File: src/rtl/led_matrix_pkg.sv
// ---------------------------------------------------------------------------
// led_matrix_pkg
//   Shared definitions for the 5x7 LED dot-matrix scan controller.
//   Matrix geometry, the scan state encoding, the row pattern type and a
//   one-hot row decode helper.
// ---------------------------------------------------------------------------
package led_matrix_pkg;

    localparam int ROWS       = 5;   // matrix rows, one-hot row drive
    localparam int COLS       = 7;   // column bits per row
    localparam int RIDX_W     = 3;   // row index width
    localparam int SLOT_UNITS = 16;  // brightness units per row slot

    typedef enum logic [1:0] {
        IDLE,
        BLANK,
        SLOT
    } scan_state_t;

    typedef logic [COLS-1:0] row_pat_t;
    typedef logic [ROWS-1:0] row_sel_t;

    // One-hot row select for a row index; out-of-range indices decode to 0.
    function automatic row_sel_t row_onehot(input logic [RIDX_W-1:0] idx);
        row_sel_t sel;
        sel = '0;
        if (int'(idx) < ROWS) begin
            sel = row_sel_t'(1) << idx;
        end
        return sel;
    endfunction

endpackage

File: src/rtl/led_matrix_scan_timer.sv
// ---------------------------------------------------------------------------
// scan_timer
//   Counters for the row scan: BLANK cycle counter, per-unit cycle counter
//   and the 4-bit unit-within-slot counter. Produces done strobes for the
//   FSM plus the unit index that will be current after the next clock edge,
//   so the top can register its row/column outputs in step with the state.
//
// Ports
//   i_clk        in   clock
//   i_rst_n      in   asynchronous active-low reset
//   i_clr        in   synchronous clear of all counters
//   i_blank      in   FSM is in BLANK (advance the blank counter)
//   i_slot       in   FSM is in SLOT  (advance unit/slot counters)
//   o_blank_done out  last BLANK cycle
//   o_slot_done  out  last cycle of the last unit of the slot
//   o_unit_nxt   out  slot-unit index valid after the coming edge
// ---------------------------------------------------------------------------
module scan_timer
    import led_matrix_pkg::*;
#(
    parameter int UNIT_CYCLES  = 3125,
    parameter int BLANK_CYCLES = 500
) (
    input  logic       i_clk,
    input  logic       i_rst_n,
    input  logic       i_clr,
    input  logic       i_blank,
    input  logic       i_slot,
    output logic       o_blank_done,
    output logic       o_slot_done,
    output logic [3:0] o_unit_nxt
);

    localparam int UW = (UNIT_CYCLES  > 1) ? $clog2(UNIT_CYCLES)  : 1;
    localparam int BW = (BLANK_CYCLES > 1) ? $clog2(BLANK_CYCLES) : 1;

    logic [BW-1:0] r_blank_cnt;
    logic [UW-1:0] r_unit_cnt;
    logic [3:0]    r_slot_unit;

    logic w_blank_last;
    logic w_unit_last;
    logic w_slot_last;

    assign w_blank_last = (r_blank_cnt == BW'(BLANK_CYCLES - 1));
    assign w_unit_last  = (r_unit_cnt  == UW'(UNIT_CYCLES - 1));
    assign w_slot_last  = (r_slot_unit == 4'(SLOT_UNITS - 1));

    assign o_blank_done = i_blank && w_blank_last;
    assign o_slot_done  = i_slot && w_unit_last && w_slot_last;

    // The slot-unit counter wraps to 0 at the end of every slot, so it is
    // already 0 when the FSM enters the next SLOT.
    always_comb begin
        o_unit_nxt = r_slot_unit;
        if (i_clr) begin
            o_unit_nxt = '0;
        end else if (i_slot && w_unit_last) begin
            o_unit_nxt = r_slot_unit + 4'd1;
        end
    end

    always_ff @(posedge i_clk or negedge i_rst_n) begin
        if (!i_rst_n) begin
            r_blank_cnt <= '0;
            r_unit_cnt  <= '0;
            r_slot_unit <= '0;
        end else if (i_clr) begin
            r_blank_cnt <= '0;
            r_unit_cnt  <= '0;
            r_slot_unit <= '0;
        end else begin
            if (i_blank) begin
                r_blank_cnt <= w_blank_last ? '0 : r_blank_cnt + 1'b1;
            end
            if (i_slot) begin
                r_unit_cnt <= w_unit_last ? '0 : r_unit_cnt + 1'b1;
                if (w_unit_last) begin
                    r_slot_unit <= r_slot_unit + 4'd1;
                end
            end
        end
    end

endmodule

File: src/rtl/led_matrix_scan_ctrl.sv
// ---------------------------------------------------------------------------
// led_matrix_scan_ctrl
//   Scan scheduler for the 5x7 LED dot matrix. Double-buffered frame store,
//   one row at a time with a dark blanking gap ahead of each row slot and
//   PWM brightness inside the slot. The back buffer is written through a
//   valid/ready port; a swap request is held until the next frame boundary
//   so a frame is never shown half-updated.
//
// Ports
//   CLOCK_50    in   system clock
//   rst_n       in   asynchronous active-low reset
//   en          in   scan enable (0 = dark, scan held at row 0)
//   brightness  in   lit units per 16-unit row slot
//   wr_valid    in   back-buffer write request
//   wr_ready    out  back buffer accepts a write (no swap pending)
//   wr_row      in   target row of the write (>= ROWS is discarded)
//   wr_data     in   column pattern of the write
//   swap_req    in   pulse: show the back buffer from the next frame
//   swap_done   out  pulse in the cycle the buffers exchange
//   row         out  one-hot active-high row select
//   column      out  active-high column pattern of the selected row
//   frame_start out  pulse at entry to row 0 BLANK
// ---------------------------------------------------------------------------
module led_matrix_scan_ctrl
    import led_matrix_pkg::*;
#(
    parameter int UNIT_CYCLES  = 3125,
    parameter int BLANK_CYCLES = 500
) (
    input  logic              CLOCK_50,
    input  logic              rst_n,
    input  logic              en,
    input  logic [3:0]        brightness,
    input  logic              wr_valid,
    output logic              wr_ready,
    input  logic [RIDX_W-1:0] wr_row,
    input  logic [COLS-1:0]   wr_data,
    input  logic              swap_req,
    output logic              swap_done,
    output logic [ROWS-1:0]   row,
    output logic [COLS-1:0]   column,
    output logic              frame_start
);

    // ---------------- state ----------------
    scan_state_t       r_state;
    logic [RIDX_W-1:0] r_ridx;
    logic [3:0]        r_bri;
    row_pat_t          r_buf [2][ROWS];
    logic              r_front;
    logic              r_swap_pending;

    logic              r_wr_ready;
    logic              r_swap_done;
    row_sel_t          r_row;
    row_pat_t          r_column;
    logic              r_frame_start;

    // ---------------- next-state wires ----------------
    scan_state_t       w_state_nxt;
    logic [RIDX_W-1:0] w_ridx_nxt;
    logic [3:0]        w_bri_nxt;
    logic              w_fs_nxt;
    logic              w_boundary;
    logic              w_swap_apply;
    logic              w_pending_nxt;
    logic              w_lit;
    row_pat_t          w_pat_nxt;
    row_sel_t          w_row_nxt;
    row_pat_t          w_col_nxt;
    logic              w_wr_fire;

    logic              w_clr;
    logic              w_in_blank;
    logic              w_in_slot;
    logic              w_blank_done;
    logic              w_slot_done;
    logic [3:0]        w_unit_nxt;

    assign w_clr      = ~en;
    assign w_in_blank = (r_state == BLANK);
    assign w_in_slot  = (r_state == SLOT);
    assign w_wr_fire  = wr_valid && r_wr_ready;

    scan_timer #(
        .UNIT_CYCLES  (UNIT_CYCLES),
        .BLANK_CYCLES (BLANK_CYCLES)
    ) u_timer (
        .i_clk        (CLOCK_50),
        .i_rst_n      (rst_n),
        .i_clr        (w_clr),
        .i_blank      (w_in_blank),
        .i_slot       (w_in_slot),
        .o_blank_done (w_blank_done),
        .o_slot_done  (w_slot_done),
        .o_unit_nxt   (w_unit_nxt)
    );

    // ---------------- FSM next state ----------------
    always_comb begin
        w_state_nxt = r_state;
        w_ridx_nxt  = r_ridx;
        w_bri_nxt   = r_bri;
        w_fs_nxt    = 1'b0;
        w_boundary  = 1'b0;

        if (!en) begin
            w_state_nxt = IDLE;
            w_ridx_nxt  = '0;
        end else begin
            unique case (r_state)
                IDLE: begin
                    w_state_nxt = BLANK;
                    w_ridx_nxt  = '0;
                    w_fs_nxt    = 1'b1;
                end
                BLANK: begin
                    if (w_blank_done) begin
                        w_state_nxt = SLOT;
                        w_bri_nxt   = brightness;
                    end
                end
                SLOT: begin
                    if (w_slot_done) begin
                        w_state_nxt = BLANK;
                        if (r_ridx == RIDX_W'(ROWS - 1)) begin
                            w_ridx_nxt = '0;
                            w_boundary = 1'b1;
                            w_fs_nxt   = 1'b1;
                        end else begin
                            w_ridx_nxt = r_ridx + 1'b1;
                        end
                    end
                end
                default: w_state_nxt = IDLE;
            endcase
        end
    end

    // ---------------- swap and output decode ----------------
    always_comb begin
        // A request landing on the boundary cycle is honoured at that boundary.
        w_swap_apply  = ((r_state == IDLE) && r_swap_pending) ||
                        (w_boundary && (r_swap_pending || swap_req));
        w_pending_nxt = w_swap_apply ? 1'b0 : (r_swap_pending || swap_req);

        // Outputs are computed for the state after the edge, so the
        // registered row/column line up exactly with the SLOT cycles.
        // The front buffer is stable across any lit cycle: swaps only
        // happen on the way into BLANK or while IDLE.
        w_pat_nxt = '0;
        if (int'(w_ridx_nxt) < ROWS) begin
            w_pat_nxt = r_buf[r_front][w_ridx_nxt];
        end

        // An empty row pattern keeps the row driver off as well.
        w_lit = (w_state_nxt == SLOT) && (w_unit_nxt < w_bri_nxt) &&
                (w_pat_nxt != '0);

        w_row_nxt = '0;
        w_col_nxt = '0;
        if (w_lit) begin
            w_row_nxt = row_onehot(w_ridx_nxt);
            w_col_nxt = w_pat_nxt;
        end
    end

    // ---------------- state registers ----------------
    always_ff @(posedge CLOCK_50 or negedge rst_n) begin
        if (!rst_n) begin
            r_state <= IDLE;
            r_ridx  <= '0;
            r_bri   <= '0;
        end else begin
            r_state <= w_state_nxt;
            r_ridx  <= w_ridx_nxt;
            r_bri   <= w_bri_nxt;
        end
    end

    // Write lands in the current back buffer on the same edge a swap may
    // commit it, so a write and swap_req together keep the write.
    always_ff @(posedge CLOCK_50 or negedge rst_n) begin
        if (!rst_n) begin
            for (int unsigned b = 0; b < 2; b++) begin
                for (int unsigned i = 0; i < ROWS; i++) begin
                    r_buf[b][i] <= '0;
                end
            end
            r_front        <= 1'b0;
            r_swap_pending <= 1'b0;
        end else begin
            if (w_wr_fire && (int'(wr_row) < ROWS)) begin
                r_buf[~r_front][wr_row] <= wr_data;
            end
            r_front        <= r_front ^ w_swap_apply;
            r_swap_pending <= w_pending_nxt;
        end
    end

    always_ff @(posedge CLOCK_50 or negedge rst_n) begin
        if (!rst_n) begin
            r_wr_ready    <= 1'b1;
            r_swap_done   <= 1'b0;
            r_row         <= '0;
            r_column      <= '0;
            r_frame_start <= 1'b0;
        end else begin
            r_wr_ready    <= ~w_pending_nxt;
            r_swap_done   <= w_swap_apply;
            r_row         <= w_row_nxt;
            r_column      <= w_col_nxt;
            r_frame_start <= w_fs_nxt;
        end
    end

    assign wr_ready    = r_wr_ready;
    assign swap_done   = r_swap_done;
    assign row         = r_row;
    assign column      = r_column;
    assign frame_start = r_frame_start;

endmodule
File: config.mk
export PLATFORM = sky130hd
export DESIGN_NAME = led_matrix_scan_ctrl
export DESIGN_NICKNAME = d
export VERILOG_FILES = /design/src/rtl/led_matrix_pkg.sv /design/src/rtl/led_matrix_scan_timer.sv /design/src/rtl/led_matrix_scan_ctrl.sv
export SDC_FILE = /design/constraint.sdc
export NUM_CORES = 1
export LEC_CHECK = 0
export CORE_UTILIZATION = 30
export DETAILED_ROUTE_END_ITERATION = 10
export PLACE_DENSITY = 0.46
export REMOVE_ABC_BUFFERS = 1
export SLEW_MARGIN = 20
export SYNTH_ARGS = -nofsm -noshare
export SYNTH_HDL_FRONTEND = slang
export SYNTH_SLANG_ARGS = --single-unit
File: constraint.sdc
create_clock -name CLOCK_50 -period 4.9 [get_ports CLOCK_50]
set_input_delay 0.735 -clock CLOCK_50 [delete_from_list [all_inputs] [get_ports CLOCK_50]]
set_output_delay 0.735 -clock CLOCK_50 [all_outputs]
set_load 0.005 [all_outputs]
run_1/placement_by_type.png
Fill, decap, tap and diode cells in grey.
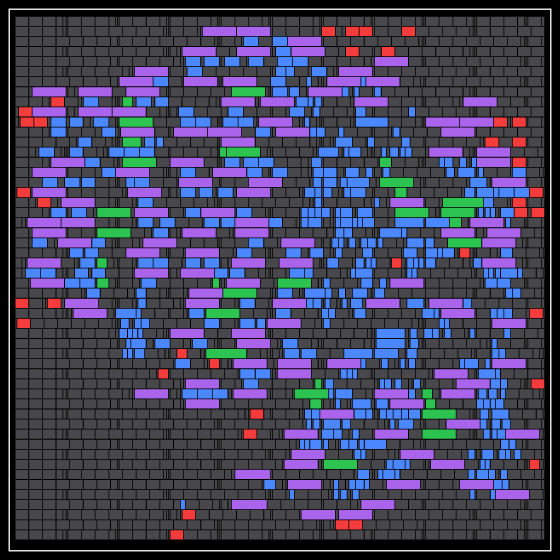
clock drivers and dummy loads -> green  # cells 32, share of their area 8.4%
other buffers and delay cells -> red  # cells 38, share of their area 5.2%
flops -> purple  # cells 121, share of their area 43%
combinational and other logic -> blue  # cells 392, share of their area 43%
Core Rows: 52
core area: 0.0202 mm2
Seq area share: 41.2%
Core Util, Final: 36.4%
fin area: 0.00736 mm2

run_1/flops_by_reg.png
Bar = 50 um. Other sequential cells in the stronger grey, the rest of the logic in the fainter grey.
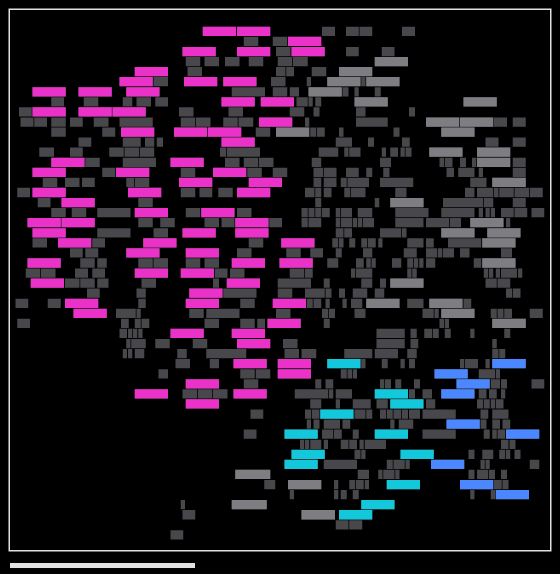
r_buf -> magenta  # placed flops 70
u_timer.r_blank_cnt -> blue  # placed flops 9, where south-east
u_timer.r_unit_cnt -> cyan  # placed flops 12

==> results.yml, run 1 <==
# implementation run metrics
timing:
  holdWs_ns: 0.360
  fin_crit_ns: 3.29
finish:
  clk_share_pct: 7.99
  comb.multi_input.count: 377
  sh_comb_area_pct: 40.5
  lay_top_cells: "119 x dfrtp_1, 87 x mux2_2, 38 x nor2_1"
route:
  vias: 4189
  wire_per_inst_um: 17.6
  drtAntennaViolNets: 0
  wl_met3_um: 338
synth:
  adder_share_pct: 1.81
  top_cell: "dfrtp_1"
  ys_types: 67
  ys_seq_elements: 121
setup_path:
  rr_worst_depth: 9
outcome:
  status: "complete, no violations"
cts:
  cts-root-buf: "clkbuf_16"
  cts_buffer_depth: 2
grt:
  gr-total-overflow: 0
floorplanning:
  initCoreUtil_pct: 30.7
power_and_ir_drop:
  p_int_mw: 2.48
run_1/clocks.png
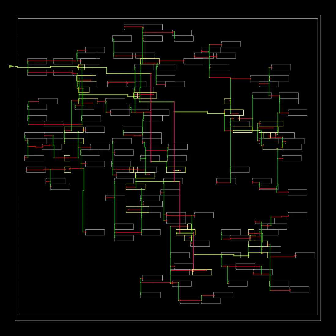
cts bufs inserted: 17
clkbuf count: 18
clk ins delay skew pair: 0.41 ns
clock skew: 0.00706 ns

run_1/clk_routes.png
Bar = 50 um.
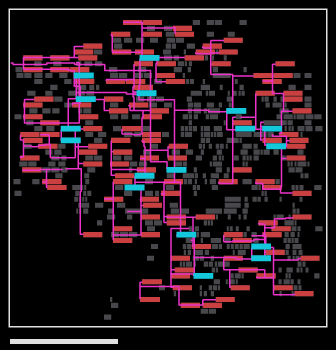
clock drivers -> cyan  # count 17
flip-flops -> red  # count 121
clock wires -> magenta  # length 1700 um
routed clock nets = 18
flops lie = widely spread
Clock power frac: 35.0%
Clock group: 1.23 mW

==> inputs of run 2 (changes only) <==
PLACE_DENSITY = 0.47   (was 0.46)
clock period = 2.8 ns   (was 4.9 ns; I/O delays follow)
run_2/placement_by_type.png
Fill, decap, tap and diode cells in grey.
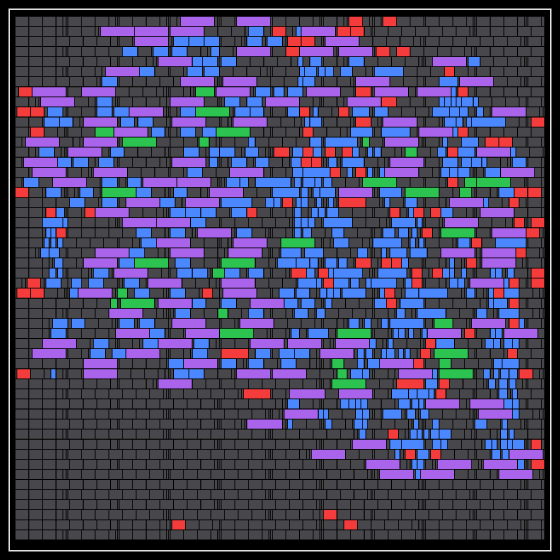
other buffers and delay cells -> red  # cells 97, share of their area 11%
clock drivers and dummy loads -> green  # cells 32, share of their area 7.2%
flops -> purple  # cells 121, share of their area 39%
combinational and other logic -> blue  # cells 393, share of their area 43%
Core Util, Final: 40.2%
Seq area share: 37.3%
fin area: 0.00813 mm2

run_2/wires.png
Bar = 50 um. Only two layers are drawn.
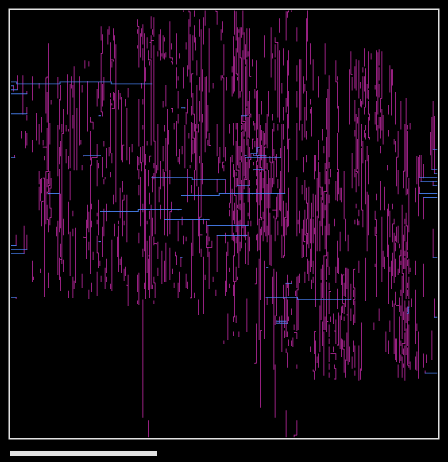
metal 2 -> magenta  # wire length 7630 um
metal 3 -> blue  # wire length 321 um
Total GRT Usage: 15.6%
Vias: 4458

==> run 2 against run 1 <==
Compared with the run above:
- worst setup slack worse by 1.6 ns
- worst hold slack better by 0.13 ns
- final cell count is 7.0% higher
- area after synthesis stayed put
- highest routed layer unchanged
- critical path type is now reg2reg
- critical endpoint is now row[4]$_DFF_PN0_
==> results.yml, run 2 <==
# implementation run metrics
outcome:
  status: "complete, no violations"
finish:
  clock_buffers: 20
  comb.multi_input.count: 378
  sh_comb_area_pct: 40.1
  lay_top_cells: "119 x dfrtp_1, 87 x mux2_2, 54 x buf_4"
synth:
  ys_types: 67
  top_cell: "dfrtp_1"
  ys_seq_elements: 121
  adder_share_pct: 1.81
route:
  wire_per_inst_um: 17.3
  wl_met3_um: 321
  drtAntennaViolNets: 0
  drc: 0
timing:
  skew_ns: 0.0101
  fin_crit_ns: 2.76
  holdWs_ns: 0.487
setup_path:
  rr_worst_depth: 12
floorplanning:
  rows: 52
  core_mm2: 0.0202
cts:
  cts_made_buffers: 17
  cts-root-buf: "clkbuf_16"
  clock.latency.late_pin_ns: 0.42
  cts_buffer_depth: 2
grt:
  antenna_found_initial: 0
  gr-total-overflow: 0
power_and_ir_drop:
  p_int_mw: 4.39
run:
  tool_warnings: 29
Power figures rest on the tool's default switching activity, not on a simulated workload.
